Run 1, met3 routing:
The bar under the picture is 20 um long.
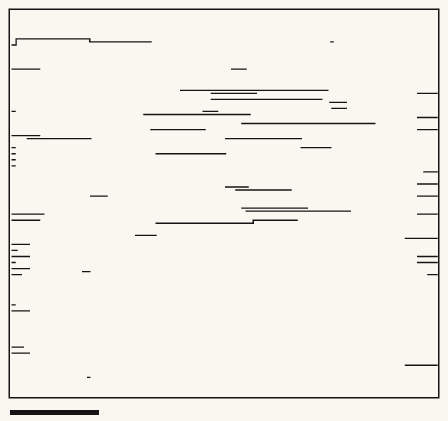
Run 1, cell placement:
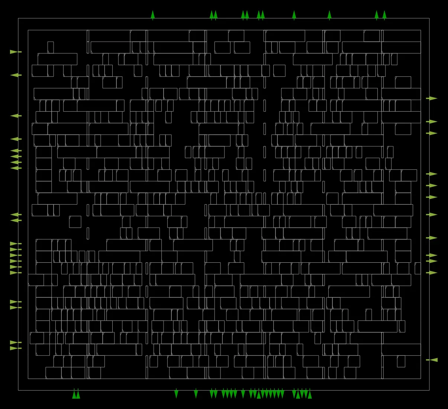
Run 1, cell area per tile:
The die is cut into 10 by 9 equal tiles; white is low, dark blue is high, 0 to 100% covered.
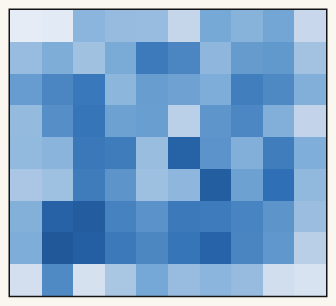
`config.mk`:
```
export PLATFORM = sky130hd
export DESIGN_NAME = mc_controller
export DESIGN_NICKNAME = d
export VERILOG_FILES = /design/src/rtl/mips_pkg.sv /design/src/rtl/mc_decode.sv /design/src/rtl/mc_controller.sv
export SDC_FILE = /design/constraint.sdc
export NUM_CORES = 1
export LEC_CHECK = 0
export ABC_AREA = 1
export CAP_MARGIN = 15
export CORE_ASPECT_RATIO = 0.9
export CORE_MARGIN = 2
export CORE_UTILIZATION = 39
export DETAILED_ROUTE_END_ITERATION = 7
export PLACE_DENSITY_LB_ADDON = 0.05
export SYNTH_ARGS = -nofsm -noshare
export SYNTH_HDL_FRONTEND = slang
export SYNTH_SLANG_ARGS = --single-unit
```
`constraint.sdc`:
```
create_clock -name clk -period 1.7 [get_ports clk]
set_input_delay 0.17 -clock clk [delete_from_list [all_inputs] [get_ports clk]]
set_output_delay 0.17 -clock clk [all_outputs]
set_load 0.02 [all_outputs]
```
`src/rtl/mips_pkg.sv`:
```
// rtl/mips_pkg.sv - shared encodings for the multi-cycle MIPS-subset controller
// Contents: FSM state encoding, opcode/funct constants, ALU control codes,
// and the instruction-class enum produced by mc_decode.
package mips_pkg;

  typedef enum logic [2:0] {
    ST_FETCH  = 3'd0,
    ST_DECODE = 3'd1,
    ST_EXEC   = 3'd2,
    ST_MEM    = 3'd3,
    ST_WB     = 3'd4
  } state_e;

  localparam logic [5:0] OP_RTYPE = 6'b000000;
  localparam logic [5:0] OP_ORI   = 6'b001101;
  localparam logic [5:0] OP_LUI   = 6'b001111;
  localparam logic [5:0] OP_LW    = 6'b100011;
  localparam logic [5:0] OP_SW    = 6'b101011;
  localparam logic [5:0] OP_BEQ   = 6'b000100;

  localparam logic [5:0] FN_NOP   = 6'b000000;
  localparam logic [5:0] FN_ADDU  = 6'b100001;
  localparam logic [5:0] FN_SUBU  = 6'b100011;

  localparam logic [2:0] ALU_ADD  = 3'b000;
  localparam logic [2:0] ALU_SUB  = 3'b001;
  localparam logic [2:0] ALU_OR   = 3'b010;
  localparam logic [2:0] ALU_LUI  = 3'b011;

  typedef enum logic [3:0] {
    CL_NOP,
    CL_ADDU,
    CL_SUBU,
    CL_ORI,
    CL_LUI,
    CL_LW,
    CL_SW,
    CL_BEQ,
    CL_ILLEGAL
  } instr_class_e;

endpackage

```
`src/rtl/mc_decode.sv`:
```
// rtl/mc_decode.sv - combinational opcode/funct to instruction-class map
// Ports:
//   opcode  in   IR[31:26]
//   funct   in   IR[5:0], only meaningful for R-type
//   cls     out  decoded instruction class (CL_ILLEGAL for unsupported encodings)
module mc_decode
  import mips_pkg::*;
(
  input  logic [5:0]   opcode,
  input  logic [5:0]   funct,
  output instr_class_e cls
);

  always_comb begin
    cls = CL_ILLEGAL;
    case (opcode)
      OP_RTYPE: begin
        case (funct)
          FN_ADDU: cls = CL_ADDU;
          FN_SUBU: cls = CL_SUBU;
          FN_NOP:  cls = CL_NOP;
          default: cls = CL_ILLEGAL;
        endcase
      end
      OP_ORI:  cls = CL_ORI;
      OP_LUI:  cls = CL_LUI;
      OP_LW:   cls = CL_LW;
      OP_SW:   cls = CL_SW;
      OP_BEQ:  cls = CL_BEQ;
      default: cls = CL_ILLEGAL;
    endcase
  end

endmodule

```
`src/rtl/mc_controller.sv`:
```
// rtl/mc_controller.sv - multi-cycle FETCH/DECODE/EXEC/MEM/WB sequencer
// Ports:
//   clk, reset            clock; asynchronous active-low reset
//   run                   permit a new fetch (sampled in FETCH only)
//   opcode, funct, zero   instruction fields from IR and the ALU zero flag
//   dm_ready              data-memory access complete
//   pc_we, ir_we, reg_we, dm_req, mem_we          datapath enables
//   npc_sel, reg_dst, alu_src, ext_op, alu_ctr, mem_to_reg   datapath selects
//   state                 current FSM state for debug
//   retire, illegal, bus_err   single-cycle event pulses
//   instr_cnt             retired-instruction count, wraps
module mc_controller
  import mips_pkg::*;
#(
  parameter int CNT_W      = 32,
  parameter int DM_TIMEOUT = 16
) (
  input  logic             clk,
  input  logic             reset,
  input  logic             run,
  input  logic [5:0]       opcode,
  input  logic [5:0]       funct,
  input  logic             zero,
  input  logic             dm_ready,
  output logic             pc_we,
  output logic             ir_we,
  output logic             npc_sel,
  output logic             reg_dst,
  output logic             alu_src,
  output logic             ext_op,
  output logic [2:0]       alu_ctr,
  output logic             mem_to_reg,
  output logic             reg_we,
  output logic             dm_req,
  output logic             mem_we,
  output logic [2:0]       state,
  output logic             retire,
  output logic             illegal,
  output logic             bus_err,
  output logic [CNT_W-1:0] instr_cnt
);

  localparam int WAIT_W = (DM_TIMEOUT > 2) ? $clog2(DM_TIMEOUT) : 1;
  localparam logic [WAIT_W-1:0] WAIT_LAST = WAIT_W'((DM_TIMEOUT > 0) ? DM_TIMEOUT - 1 : 0);
  localparam bit TIMEOUT_EN = (DM_TIMEOUT > 0);

  state_e             state_q, state_d;
  instr_class_e       cls_q, dec_cls;
  logic [WAIT_W-1:0]  wait_q;

  logic pc_we_c, ir_we_c, reg_we_c, dm_req_c, mem_we_c;
  logic retire_c, illegal_c, bus_err_c;
  logic cls_alu_src, cls_ext_op;
  logic [2:0] cls_alu_ctr;

  mc_decode u_decode (
    .opcode (opcode),
    .funct  (funct),
    .cls    (dec_cls)
  );

  // ALU/extender setup implied by the latched class; asserted in EXEC and
  // held through MEM and WB so the datapath result stays stable.
  always_comb begin
    cls_alu_ctr = ALU_ADD;
    cls_alu_src = 1'b0;
    cls_ext_op  = 1'b0;
    case (cls_q)
      CL_SUBU: cls_alu_ctr = ALU_SUB;
      CL_ORI: begin
        cls_alu_ctr = ALU_OR;
        cls_alu_src = 1'b1;
      end
      CL_LUI: begin
        cls_alu_ctr = ALU_LUI;
        cls_alu_src = 1'b1;
      end
      CL_LW, CL_SW: begin
        cls_alu_src = 1'b1;
        cls_ext_op  = 1'b1;
      end
      CL_BEQ: begin
        cls_alu_ctr = ALU_SUB;
        cls_ext_op  = 1'b1;
      end
      default: cls_alu_ctr = ALU_ADD;
    endcase
  end

  always_comb begin
    state_d    = state_q;
    pc_we_c    = 1'b0;
    ir_we_c    = 1'b0;
    reg_we_c   = 1'b0;
    dm_req_c   = 1'b0;
    mem_we_c   = 1'b0;
    retire_c   = 1'b0;
    illegal_c  = 1'b0;
    bus_err_c  = 1'b0;
    npc_sel    = 1'b0;
    reg_dst    = 1'b0;
    alu_src    = 1'b0;
    ext_op     = 1'b0;
    alu_ctr    = ALU_ADD;
    mem_to_reg = 1'b0;
    case (state_q)
      ST_FETCH: begin
        if (run) begin
          pc_we_c = 1'b1;
          ir_we_c = 1'b1;
          state_d = ST_DECODE;
        end
      end
      // The class register is not loaded yet here, so DECODE looks at the
      // live decode of IR, which is already registered and stable.
      ST_DECODE: begin
        case (dec_cls)
          CL_ILLEGAL: begin
            illegal_c = 1'b1;
            state_d   = ST_FETCH;
          end
          CL_NOP: begin
            retire_c = 1'b1;
            state_d  = ST_FETCH;
          end
          default: state_d = ST_EXEC;
        endcase
      end
      ST_EXEC: begin
        alu_ctr = cls_alu_ctr;
        alu_src = cls_alu_src;
        ext_op  = cls_ext_op;
        case (cls_q)
          CL_LW, CL_SW: state_d = ST_MEM;
          CL_BEQ: begin
            npc_sel  = 1'b1;
            pc_we_c  = zero;
            retire_c = 1'b1;
            state_d  = ST_FETCH;
          end
          default: state_d = ST_WB;
        endcase
      end
      ST_MEM: begin
        alu_ctr  = cls_alu_ctr;
        alu_src  = cls_alu_src;
        ext_op   = cls_ext_op;
        dm_req_c = 1'b1;
        mem_we_c = (cls_q == CL_SW);
        if (dm_ready) begin
          if (cls_q == CL_LW) begin
            state_d = ST_WB;
          end else begin
            retire_c = 1'b1;
            state_d  = ST_FETCH;
          end
        end else if (TIMEOUT_EN && (wait_q == WAIT_LAST)) begin
          bus_err_c = 1'b1;
          state_d   = ST_FETCH;
        end
      end
      ST_WB: begin
        alu_ctr    = cls_alu_ctr;
        alu_src    = cls_alu_src;
        ext_op     = cls_ext_op;
        reg_we_c   = 1'b1;
        retire_c   = 1'b1;
        reg_dst    = (cls_q == CL_ADDU) || (cls_q == CL_SUBU);
        mem_to_reg = (cls_q == CL_LW);
        state_d    = ST_FETCH;
      end
      default: state_d = ST_FETCH;
    endcase
  end

  // Reset is asynchronous, so FETCH with run=1 would otherwise raise pc_we
  // and ir_we while reset is still held; every enable and pulse is gated.
  assign pc_we   = reset & pc_we_c;
  assign ir_we   = reset & ir_we_c;
  assign reg_we  = reset & reg_we_c;
  assign dm_req  = reset & dm_req_c;
  assign mem_we  = reset & mem_we_c;
  assign retire  = reset & retire_c;
  assign illegal = reset & illegal_c;
  assign bus_err = reset & bus_err_c;
  assign state   = state_q;

  always_ff @(posedge clk or negedge reset) begin
    if (!reset) begin
      state_q   <= ST_FETCH;
      cls_q     <= CL_NOP;
      wait_q    <= '0;
      instr_cnt <= '0;
    end else begin
      state_q <= state_d;
      if ((state_q == ST_DECODE) && (state_d == ST_EXEC)) begin
        cls_q <= dec_cls;
      end
      // Counts stall cycles only while staying in MEM; any exit clears it.
      if ((state_q == ST_MEM) && (state_d == ST_MEM)) begin
        wait_q <= wait_q + 1'b1;
      end else begin
        wait_q <= '0;
      end
      if (retire) begin
        instr_cnt <= instr_cnt + CNT_W'(1);
      end
    end
  end

endmodule

```
==> reports/results.md, run 1 <==
| Quantity | This run |
| --- | --- |
| Outcome | finished, violations left |
| Violated checks | negative setup slack |
| Number of distinct standard cells referenced by the synthesized netlist | 31 |
| Later-pin clock latency in the skew report | 0.30 ns |
| Element type at the critical path start | flop |
| Number of setup buffers added after CTS | 9 |
| P_int | 2.03 mW |
| Adder Share, Synth | 0.836% |
| Worst-case clock skew | 0.00772 ns |
| Synthesized net count | 457 |
| Fraction of met1 tracks used by global routing | 34.9% |
| Post-route met1 wirelength | 4550 um |
| Met2 routed WL | 3650 um |
| Arrival @ worst endpoint | 1.76 ns |
| Clock power frac | 20.8% |
| Xor+xnor area frac | 8.20% |
| Top cells by count | nand2_1, nor2_1, nand3_1, dfrtp_1, inv_1 |
| Switching Fraction | 36.1% |
| Number of maximum-capacitance constraint violations | 0 |
| Number of input and output port buffers inserted | 66 |
| Setup slack after layout | -0.232 ns |
| Most frequent cell after synthesis | nand2_1 |
| Static leakage power | 2.24 nW |
| R2R depth | 10 |
| First-pass GRT wire length | 14500 um |
| Number of failing setup endpoints in the final timing report | 34 |
| Total net switching power | 1.15 mW |
| 1st-iter DRT viols | 162 |
| Netlist area before placement | 0.00299 mm^2 |
| Placed inst area | 0.00423 mm^2 |
| Async S/R FF share, synth | 100% |
| Total global routing track utilization | 21.9% |
| Type of destination of the critical path | primary output |
| Main logic family after synthesis | simple AND/OR/NAND/NOR gates |
| Total power draw | 3.18 mW |
| Mux contribution to synthesized area | 0% |
| Via count of the first global-routing pass | 3000 |
| Area added between synthesis and finish | 49.7% |
| Horizontal extent of the die | 96.3 um |
| Resize count post-CTS | 93 |
| Gate count after technology mapping | 438 |
| Ordered list of cells on the worst path | nor2_4 -> nand2_2 -> nor4_4 -> buf_4 -> nor3_2 -> nand2_4 -> nand2_4 -> inv_6 -> buf_4 |
| Worst path top cell family by delay | simple AND/OR/NAND/NOR gates |
| Yosys stat chip area | 0.00299 mm^2 |
| Critical Path RT | 1.53 ns |
| EDFF count, synth | 0 |
| Proportion of netlist area held by the largest area contributor | 36.0% |
| Sequential-to-total area share from yosys stat | 36.0% |
| Met2 global-route usage | 31.1% |
| Critical path type | reg2out |
-- 'met3 routing' (at the start) --
The longest straight run is 33.1 um. The wires run mostly horizontal. The layer carries 443 um of wire.
WL final: 8710 um
Via Count: 3282
met3 Usage GRT: 3.38%

-- 'cell placement' (at the start) --
filler-free cell count of the finished design: 675
core footprint: 0.00751 mm^2
final core area utilization: 59.7%
row count: 30

-- 'cell area per tile' (at the start) --
The fullest tile reaches 84%. The mean over all tiles is 52%. 7.8% of the tiles are over 75% full.
initial standard-cell utilization of the core: 39.8%

run 1: cell families (layout without fill, tap and decap cells):
group / after synthesis / after routing
adder cells (fa/ha/maj): 2 / 2
buffers and inverters: 51 / 192
flip-flops: 43 / 43
XOR/XNOR: 28 / 28
other: 1 / 1
AND-OR/OR-AND: 15 / 15
AND/OR/NAND/NOR: 298 / 298
run 1: worst max path at each step:
stage / start / endpoint / slack [ns] / cells after the start
6_report: state[0]$_DFF_PN0_ / retire / -0.23 / 9
5_1_grt: state[0]$_DFF_PN0_ / pc_we / -0.37 / 8
4_1_cts: state[2]$_DFF_PN0_ / pc_we / -0.20 / 8
3_5_place_dp: opcode[3] / retire / -0.68 / 12
3_3_place_gp: opcode[3] / retire / -0.65 / 12
2_1_floorplan: state[2]$_DFF_PN0_ / retire / -0.08 / 8
run 1: area by class of cell:
type | count | area [um^2] | area share (%)
Multi-Input combinational cell | 344 | 1790 | 39.9
Timing Repair Buffer | 144 | 1250 | 27.9
Sequential cell | 43 | 1080 | 24.1
Inverter | 40 | 155 | 3.46
Tap cell | 96 | 120 | 2.68
Clock buffer | 6 | 72.6 | 1.62
Clock inverter | 2 | 12.5 | 0.279
run 1: power groups by stage:
| stage | sequential [mW] | clock, mW | combinational [mW] |
|---|---|---|---|
| floorplan | 1.27 | 0 | 0.517 |
| global placement | 1.20 | 0 | 1.24 |
| detailed placement | 1.20 | 0 | 1.24 |
| CTS | 1.19 | 0.685 | 1.28 |
| global route | 1.20 | 0.720 | 1.46 |
| finish | 1.19 | 0.661 | 1.33 |
run 1: flip-flops by register name, indices dropped and copies added (netlist names):
| signal | flops |
|---|---|
| wait_q | 4 |
| cls_q | 4 |
| instr_cnt | 32 |
| state | 3 |
==> run 2: changes to the inputs <==
--- a/config.mk
+++ b/config.mk
@@ -8,7 +8,7 @@
 export ABC_AREA = 1
 export CAP_MARGIN = 15
 export CORE_ASPECT_RATIO = 0.9
-export CORE_MARGIN = 2
+export CORE_MARGIN = 5
 export CORE_UTILIZATION = 39
 export DETAILED_ROUTE_END_ITERATION = 7
 export PLACE_DENSITY_LB_ADDON = 0.05
==> run 2 against run 1 <==
Net effect: the run still ends with negative setup slack left; worst hold slack lost 0.042 ns; non-clock buffer count down 4; first-iteration DRC count grew 12%; area after synthesis unchanged; critical path type unchanged; critical endpoint unchanged; largest power group unchanged.
==> reports/results.md, run 2 <==
| Quantity | This run |
| --- | --- |
| Outcome | finished, violations left |
| Violated checks | negative setup slack |
| Async S/R FF share, synth | 100% |
| Worst reg2reg setup slack | -0.06 ns |
| 1st-iter DRT viols | 182 |
| Row count | 30 |
| First-pass GRT wire length | 14800 um |
| Post-route met1 wirelength | 4460 um |
| Switching Fraction | 35.2% |
| Type of destination of the critical path | primary output |
| Netlist area before placement | 0.00299 mm^2 |
| Static leakage power | 2.28 nW |
| Flip-flop count of the largest register after layout | 32 |
| Number of failing setup endpoints in the final timing report | 39 |
| Most frequent cell after synthesis | nand2_1 |
| Leading registers by flop count | instr_cnt: 32 flops, cls_q: 4 flops, wait_q: 4 flops |
| Ordered list of cells on the worst path | buf_6 -> inv_4 -> nor3_4 -> buf_6 -> nor3_4 -> nand2_4 -> nand2_4 -> clkinv_4 -> buf_6 |
| Clock power frac | 24.5% |
| Yosys stat chip area | 0.00299 mm^2 |
| P_int | 2.24 mW |
| Later-pin clock latency in the skew report | 0.30 ns |
| Number of detailed-route iterations in the first pass | 5 |
| Synth Flop Type | dfrtp_1 |
| Number of distinct standard cells referenced by the synthesized netlist | 31 |
| Met2 routed WL | 3990 um |
| Horizontal extent of the die | 102 um |
| Via count of the first global-routing pass | 3125 |
| Area added between synthesis and finish | 51.8% |
| Area of the multi-input gates | 0.00182 mm^2 |
| Routed wirelength normalized by instance count | 13.3 um |
| Critical Path RT | 1.53 ns |
| Worst-case clock skew | 0.00616 ns |
| Initial standard-cell utilization of the core | 39.8% |
| EDFF count, synth | 0 |
| Total net switching power | 1.22 mW |
| Total global routing track utilization | 19.2% |
| Io pins | 68 |
| Critical path type | reg2out |
| Arrival @ worst endpoint | 1.70 ns |
| Total power draw | 3.46 mW |
| Filler-free cell count of the finished design | 671 |
| Setup slack after layout | -0.172 ns |
| Clock transition time at the flip-flop clock pins of the worst setup and hold paths | 0.08 ns |
| Number of maximum-capacitance constraint violations | 0 |
| Core footprint | 0.00751 mm^2 |
| Sequential-to-total area share from yosys stat | 36.0% |
| Gate count after technology mapping | 438 |
| Element type at the critical path start | flop |
| Largest reg by FF count | instr_cnt |
| Worst path top cell family by delay | buffers and inverters |
==> run 2: cell counts after synthesis <==
No cell type changed its count.
==> run 2: layout make-up <==
cell class	instances	share of cell area (%)
multi-input combinational	344	40.2
timing repair buffer	140	27.2
sequential	43	23.8
inverter	40	3.58
tap	96	2.65
clock buffer	6	1.82
clock inverter	2	0.772
==> run 2: metal layers <==
layer	vias up	GRT usage (%)
li1	1664	-
met1	1511	29.2
met2	80	28.7
met3	11	2.91
met4	0	3.61
met5	-	0
==> run 2: kinds of logic after synthesis <==
kind of cell,count (synthesis),synth area share [%]
other,1,0.125
buffers and inverters,51,7.65
AOI/OAI and AO/OA,15,2.97
and+or+nand+nor,298,44.2
adders and majority gates,2,0.836
DFF,43,36.0
xor gates and xnor gates,28,8.20
==> run 2: path summary, 6_finish.rpt <==
path | start | to | cells past startpoint
min in group clk | funct[2] | cls_q[0]$_DFFE_PN0P_ | 8
hold reg to reg | wait_q[0]$_DFF_PN0_ | wait_q[0]$_DFF_PN0_ | 2
setup reg to reg | state[1]$_DFF_PN0_ | instr_cnt[20]$_DFFE_PN0P_ | 9
setup / recovery | state[2]$_DFF_PN0_ | retire | 9
max in group asynchronous | reset | cls_q[3]$_DFFE_PN0P_ | 3
hold / removal | reset | wait_q[3]$_DFF_PN0_ | 3
==> run 2: power groups by stage <==
stage | clock [mW] | combinational (mW) | sequential, mW
final | 0.848 | 1.40 | 1.21
after global routing | 0.905 | 1.52 | 1.22
after floorplan | 0 | 0.517 | 1.27
after CTS | 0.860 | 1.29 | 1.20
after global placement | 0 | 1.21 | 1.21
after detailed placement | 0 | 1.22 | 1.22
==> run 2: repair_timing <==
action	in CTS	in global routing
resized	98	52
pin swaps	8	17
cloned	0	0
buffers inserted	4	2
endpoints found under the hold margin	0	0
endpoints found under the setup margin	47	50
Run 2, sequential cells grouped by signal name:
The bar under the picture is 20 um long.
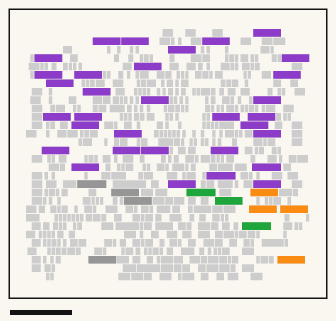
Key: instr_cnt = purple [sequential cells 32]; state = green [sequential cells 3]; wait_q = orange [sequential cells 4]
Another 4 sequential cells are not coloured.
storage element area: 0.00108 mm^2
final core area utilization: 60.5%

Run 2, met3 routing:
The bar under the picture is 20 um long.
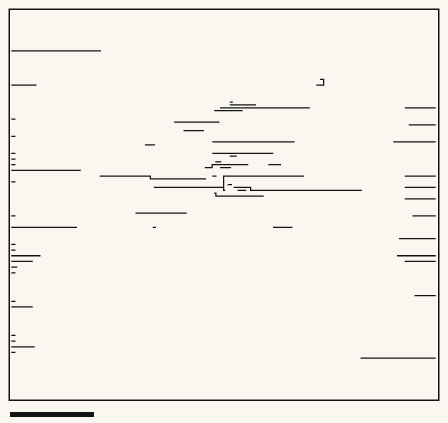
met3 Usage GRT: 2.91%
WL final: 8960 um
Via Count: 3266

==> run 3: changes to the inputs <==
--- a/config.mk
+++ b/config.mk
@@ -11,7 +11,7 @@
 export CORE_MARGIN = 5
 export CORE_UTILIZATION = 39
 export DETAILED_ROUTE_END_ITERATION = 7
-export PLACE_DENSITY_LB_ADDON = 0.05
+export PLACE_DENSITY = 0.68
 export SYNTH_ARGS = -nofsm -noshare
 export SYNTH_HDL_FRONTEND = slang
 export SYNTH_SLANG_ARGS = --single-unit
==> run 3 against run 2 <==
Net effect: the run still ends with negative setup slack left; critical path type unchanged; first-iteration DRC count is 31% higher; largest cell class unchanged; sequential power about the same; global-route usage increased by 0.74 points.
==> reports/results.md, run 3 <==
| Quantity | This run |
| --- | --- |
| Outcome | finished, violations left |
| Ordered list of cells on the worst path | buf_6 -> inv_4 -> nor3_4 -> buf_6 -> nor3_4 -> nand2_4 -> nand2_4 -> inv_6 -> buf_6 |
| Top cells by count | nand2_1, nor2_1, nand3_1, dfrtp_1, inv_1 |
| Initial standard-cell utilization of the core | 39.8% |
| Setup slack after layout | -0.179 ns |
| Total power draw | 3.55 mW |
| Largest reg by FF count | instr_cnt |
| Element type at the critical path start | flop |
| Worst-case clock skew | 0.00555 ns |
| Storage element area | 0.00108 mm^2 |
| EDFF count, synth | 0 |
| Number of failing setup endpoints in the final timing report | 42 |
| Total net switching power | 1.29 mW |
| Met2 global-route usage | 31.0% |
| Number of maximum-capacitance constraint violations | 0 |
| Core footprint | 0.00751 mm^2 |
| First-pass GRT wire length | 15300 um |
| Row count | 30 |
| 1st-iter DRT viols | 238 |
| Horizontal extent of the die | 102 um |
| Type of destination of the critical path | primary output |
| Arrival @ worst endpoint | 1.71 ns |
| Most frequent cell after synthesis | nand2_1 |
| Critical Path RT | 1.53 ns |
| Violated checks | negative setup slack |
| Number of input and output port buffers inserted | 66 |
| Met2 routed WL | 4410 um |
| Number of setup buffers added after CTS | 4 |
| Worst path top cell family by delay | flip-flops |
| Async S/R FF share, synth | 100% |
| Leading registers by flop count | instr_cnt: 32 flops, cls_q: 4 flops, wait_q: 4 flops |
| WL final | 9300 um |
| P_int | 2.26 mW |
| Io pins | 68 |
| Switching Fraction | 36.3% |
| Critical path type | reg2out |
| Gate count after technology mapping | 438 |
| Resize count post-CTS | 107 |
[run 3: cell types whose count changed in the layout (fill, tap and decap cells not counted), sizes merged]
cell and delta:
buf -9, clkdlybuf4s50 +2, dlymetal6s2s -2, clkbuf +1
clkinv -1, dlygate4sd3 +1, inv +1
[run 3: final cells by class]
type                            count  share of cell area, %
Multi-Input combinational cell    344                   41.3
Inverter                           40                   3.55
Sequential cell                    43                   24.0
Clock buffer                        6                   1.83
Clock inverter                      2                  0.776
Tap cell                           96                   2.66
Timing Repair Buffer              133                   25.9
[run 3: power by group through the flow]
stage | logic (mW) | registers, mW | clock network, mW
after floorplan | 0.517 | 1.27 | 0
after global placement | 1.18 | 1.21 | 0
after detailed placement | 1.21 | 1.22 | 0
after CTS | 1.34 | 1.20 | 0.860
after global routing | 1.60 | 1.24 | 0.901
final | 1.48 | 1.22 | 0.851
[run 3: final timing paths]
| kind | cells past startpoint | from | end |
|---|---|---|---|
| max in group asynchronous | 3 | reset | state[0]$_DFF_PN0_ |
| worst min register to register | 2 | wait_q[0]$_DFF_PN0_ | wait_q[0]$_DFF_PN0_ |
| min in group clk | 4 | reset | instr_cnt[7]$_DFFE_PN0P_ |
| worst min-delay path | 3 | reset | state[1]$_DFF_PN0_ |
| worst max register to register | 10 | state[2]$_DFF_PN0_ | instr_cnt[27]$_DFFE_PN0P_ |
| worst max-delay path | 9 | state[2]$_DFF_PN0_ | retire |
[run 3: kinds of logic after synthesis]
family          Yosys count  synth area share, %
other cells               1                0.125
flops                    43                 36.0
compound gates           15                 2.97
buf+inv                  51                 7.65
simple gates            298                 44.2
xor+xnor                 28                 8.20
fa+ha+maj                 2                0.836
[run 3: worst reg2reg max path: cells and delay by family, from the launching register on]
family,cells,cell delay [ns]
simple gates,6,0.61
flops,1,0.48
buf+inv,4,0.58
Run 3, cell placement:
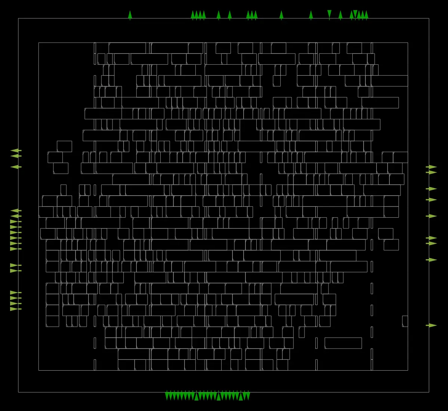
filler-free cell count of the finished design: 664
filler instances: 697
final core area utilization: 60.1%

Run 3, cell area per tile:
The die is cut into 10 by 9 equal tiles; white is low, dark blue is high, 0 to 100% covered.
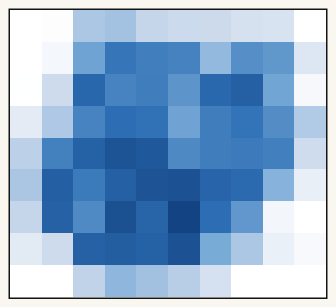
The emptiest ninth of the die: lower right. 12% of the tiles are nearly empty. The densest ninth of the die: centre. 24% of the tiles are over 75% full. The fullest tile reaches 92%.

No activity file was given, so power comes from the tool's default toggle rates.
